## config.mk

```make
export PLATFORM = sky130hd
export DESIGN_NAME = prog_loader_mem
export DESIGN_NICKNAME = d
export VERILOG_FILES = /design/src/rtl/prog_loader_mem.sv
export SDC_FILE = /design/constraint.sdc
export NUM_CORES = 1
export LEC_CHECK = 0
export CORE_MARGIN = 10
export CORE_UTILIZATION = 25
export CTS_BUF_LIST = sky130_fd_sc_hd__clkbuf_8 sky130_fd_sc_hd__clkbuf_16
export CTS_CLUSTER_DIAMETER = 120
export DETAILED_ROUTE_END_ITERATION = 6
export PLACE_DENSITY = 0.41
export SETUP_SLACK_MARGIN = 0.05
export SLEW_MARGIN = 20
export SYNTH_ARGS = -nofsm -noshare
export SYNTH_HDL_FRONTEND = slang
export SYNTH_SLANG_ARGS = --single-unit
export TNS_END_PERCENT = 30
```

## constraint.sdc

```tcl
create_clock -name clk -period 4.21 [get_ports clk]
set_clock_uncertainty 0.2 [all_clocks]
set_input_delay 0.6315 -clock clk [delete_from_list [all_inputs] [get_ports clk]]
set_output_delay 0.6315 -clock clk [all_outputs]
set_load 0.005 [all_outputs]
```

## src/rtl/prog_loader_mem.sv

```systemverilog
// prog_loader_mem
// Program memory with a built-in byte-stream loader. After clr it fills the
// DEPTH x DATA_W array from a valid/ready byte stream while holding the CPU in
// reset. It then keeps the CPU in reset for RESET_HOLD more cycles, releases
// it, and serves the CPU's read/write port.
//
// Ports:
//   clk          system clock, rising edge
//   clr          synchronous active-high reset
//   load_valid   load byte present
//   load_data    load byte
//   load_last    marks the final byte of the program
//   load_ready   loader accepts a byte this cycle (registered)
//   cpu_clr      reset to the CPU (registered)
//   cpu_read     CPU read strobe (reads are always enabled, so it is not used)
//   cpu_write    CPU write strobe (honoured only in RUN)
//   cpu_address  CPU word address
//   cpu_wdata    CPU write data
//   cpu_rdata    asynchronous read data, forced to 0 unless running
//   done         loading finished and CPU released (registered)
//   load_err     sticky: load_valid seen after loading ended (registered)
module prog_loader_mem #(
    parameter int DATA_W     = 8,
    parameter int ADDR_W     = 4,
    parameter int DEPTH      = 16,
    parameter int RESET_HOLD = 2
) (
    input  logic              clk,
    input  logic              clr,
    input  logic              load_valid,
    input  logic [DATA_W-1:0] load_data,
    input  logic              load_last,
    output logic              load_ready,
    output logic              cpu_clr,
    input  logic              cpu_read,
    input  logic              cpu_write,
    input  logic [ADDR_W-1:0] cpu_address,
    input  logic [DATA_W-1:0] cpu_wdata,
    output logic [DATA_W-1:0] cpu_rdata,
    output logic              done,
    output logic              load_err
);

    localparam int                HOLD_W    = (RESET_HOLD > 1) ? $clog2(RESET_HOLD) : 1;
    localparam logic [ADDR_W-1:0] LAST_ADDR = ADDR_W'(DEPTH - 1);
    localparam logic [HOLD_W-1:0] HOLD_INIT = HOLD_W'(RESET_HOLD - 1);

    typedef enum logic [1:0] {
        ST_LOAD = 2'd0,
        ST_HOLD = 2'd1,
        ST_RUN  = 2'd2
    } state_t;

    state_t            state_r;
    state_t            state_next_s;
    logic [ADDR_W-1:0] wr_ptr_r;
    logic [ADDR_W-1:0] wr_ptr_next_s;
    logic [HOLD_W-1:0] hold_cnt_r;
    logic [HOLD_W-1:0] hold_cnt_next_s;
    logic [DATA_W-1:0] mem_r [DEPTH];

    logic              load_ready_r;
    logic              cpu_clr_r;
    logic              done_r;
    logic              load_err_r;

    logic              mem_we_s;
    logic [ADDR_W-1:0] mem_waddr_s;
    logic [DATA_W-1:0] mem_wdata_s;
    logic              err_set_s;
    logic              unused_cpu_read_s;

    assign unused_cpu_read_s = cpu_read;

    // Next-state, write-port selection and error detection
    always_comb begin
        state_next_s    = state_r;
        wr_ptr_next_s   = wr_ptr_r;
        hold_cnt_next_s = hold_cnt_r;
        mem_we_s        = 1'b0;
        mem_waddr_s     = wr_ptr_r;
        mem_wdata_s     = load_data;
        err_set_s       = 1'b0;
        case (state_r)
            ST_LOAD: begin
                // load_ready_r is registered, so acceptance never depends
                // combinationally on load_valid reaching load_ready.
                if (load_valid && load_ready_r) begin
                    mem_we_s = 1'b1;
                    // The pointer saturates at the last word; a full array
                    // ends the load even without load_last.
                    if (wr_ptr_r != LAST_ADDR) begin
                        wr_ptr_next_s = wr_ptr_r + ADDR_W'(1);
                    end else begin
                        wr_ptr_next_s = wr_ptr_r;
                    end
                    if (load_last || (wr_ptr_r == LAST_ADDR)) begin
                        state_next_s    = ST_HOLD;
                        hold_cnt_next_s = HOLD_INIT;
                    end else begin
                        state_next_s    = ST_LOAD;
                    end
                end else begin
                    state_next_s = ST_LOAD;
                end
            end
            ST_HOLD: begin
                err_set_s = load_valid;
                if (hold_cnt_r == '0) begin
                    state_next_s = ST_RUN;
                end else begin
                    hold_cnt_next_s = hold_cnt_r - HOLD_W'(1);
                end
            end
            ST_RUN: begin
                err_set_s = load_valid;
                if (cpu_write) begin
                    mem_we_s    = 1'b1;
                    mem_waddr_s = cpu_address;
                    mem_wdata_s = cpu_wdata;
                end else begin
                    mem_we_s    = 1'b0;
                end
            end
            default: begin
                state_next_s = ST_LOAD;
            end
        endcase
    end

    // State, counters, memory array and registered outputs
    always_ff @(posedge clk) begin
        if (clr) begin
            state_r      <= ST_LOAD;
            wr_ptr_r     <= '0;
            hold_cnt_r   <= '0;
            load_ready_r <= 1'b0;
            cpu_clr_r    <= 1'b1;
            done_r       <= 1'b0;
            load_err_r   <= 1'b0;
            for (int i = 0; i < DEPTH; i++) begin
                mem_r[i] <= '0;
            end
        end else begin
            state_r      <= state_next_s;
            wr_ptr_r     <= wr_ptr_next_s;
            hold_cnt_r   <= hold_cnt_next_s;
            load_ready_r <= (state_next_s == ST_LOAD);
            cpu_clr_r    <= (state_next_s != ST_RUN);
            done_r       <= (state_next_s == ST_RUN);
            load_err_r   <= load_err_r | err_set_s;
            if (mem_we_s) begin
                mem_r[mem_waddr_s] <= mem_wdata_s;
            end
        end
    end

    assign load_ready = load_ready_r;
    assign cpu_clr    = cpu_clr_r;
    assign done       = done_r;
    assign load_err   = load_err_r;
    // Reads are asynchronous; the CPU sees zeros while loading, holding or in
    // a reset cycle.
    assign cpu_rdata  = (done_r && !clr) ? mem_r[cpu_address] : '0;

endmodule

```

==> results_dict.tcl <==
# implementation run metrics
set metrics [dict create \
    fin_crit_sh 0.916 \
    rr_endpoint "mem_r[6][0]$_SDFFCE_PN0P_" \
    grt_usage 0.110 \
    grt_antenna_before_repair 0 \
    p_int_uw 2600 \
    grt-busiest-layer "met2" \
    clkbuf_count 21 \
    vias_per_cell 4.64 \
    drc 1 \
    critPathMaxFanout 9 \
    worst_path_most_repeated_cell "clkdlybuf4s50_1" \
    status "finished, violations left" \
    failed_checks "design-rule violations" \
    cts_resized 0 \
    worst_slew_pin_slew_ps 880 \
    nets 584 \
    fillers 2662 \
    hold_path_depth 2 \
    synth_cell_type_count 42 \
    use_met3 0.0273 \
    largest_register_ffs 128 \
    dr_wl_met3_um 796 \
    place_congestion 0.772 \
]
Fig. 1: cells by drive strength
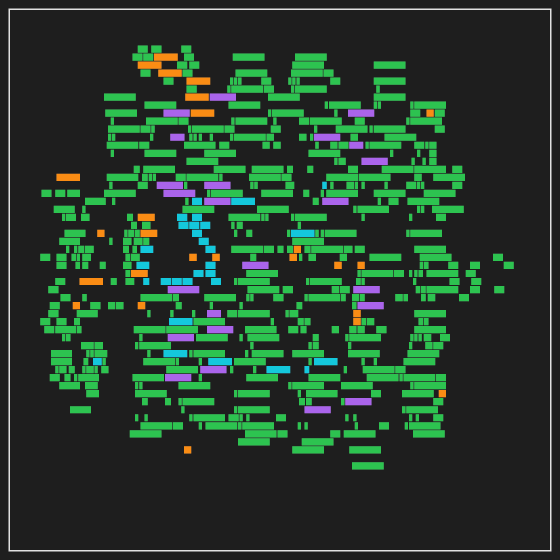
- green: drive 1 or less (cells 489; share 86%)
- purple: drive 6 and up (cells 23; share 4.1%)
- orange: drive 3 to 4 (cells 25; share 4.4%)
- cyan: drive 2 (cells 29; share 5.1%)

Fig. 2: placed cells, one color a class
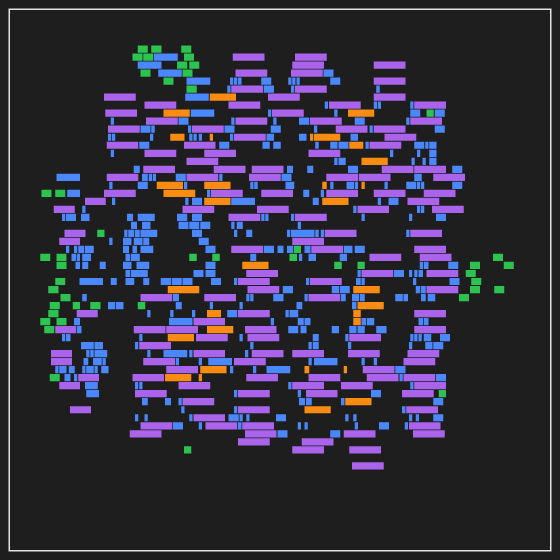
- blue: all other logic (cells 348)
- orange: clock drivers and dummy loads (cells 32)
- purple: flip-flops (cells 139)
- green: other buffers and delay cells (cells 47)
Seq/total area: 0.513
core area: 0.0261 mm^2
Rows: 59

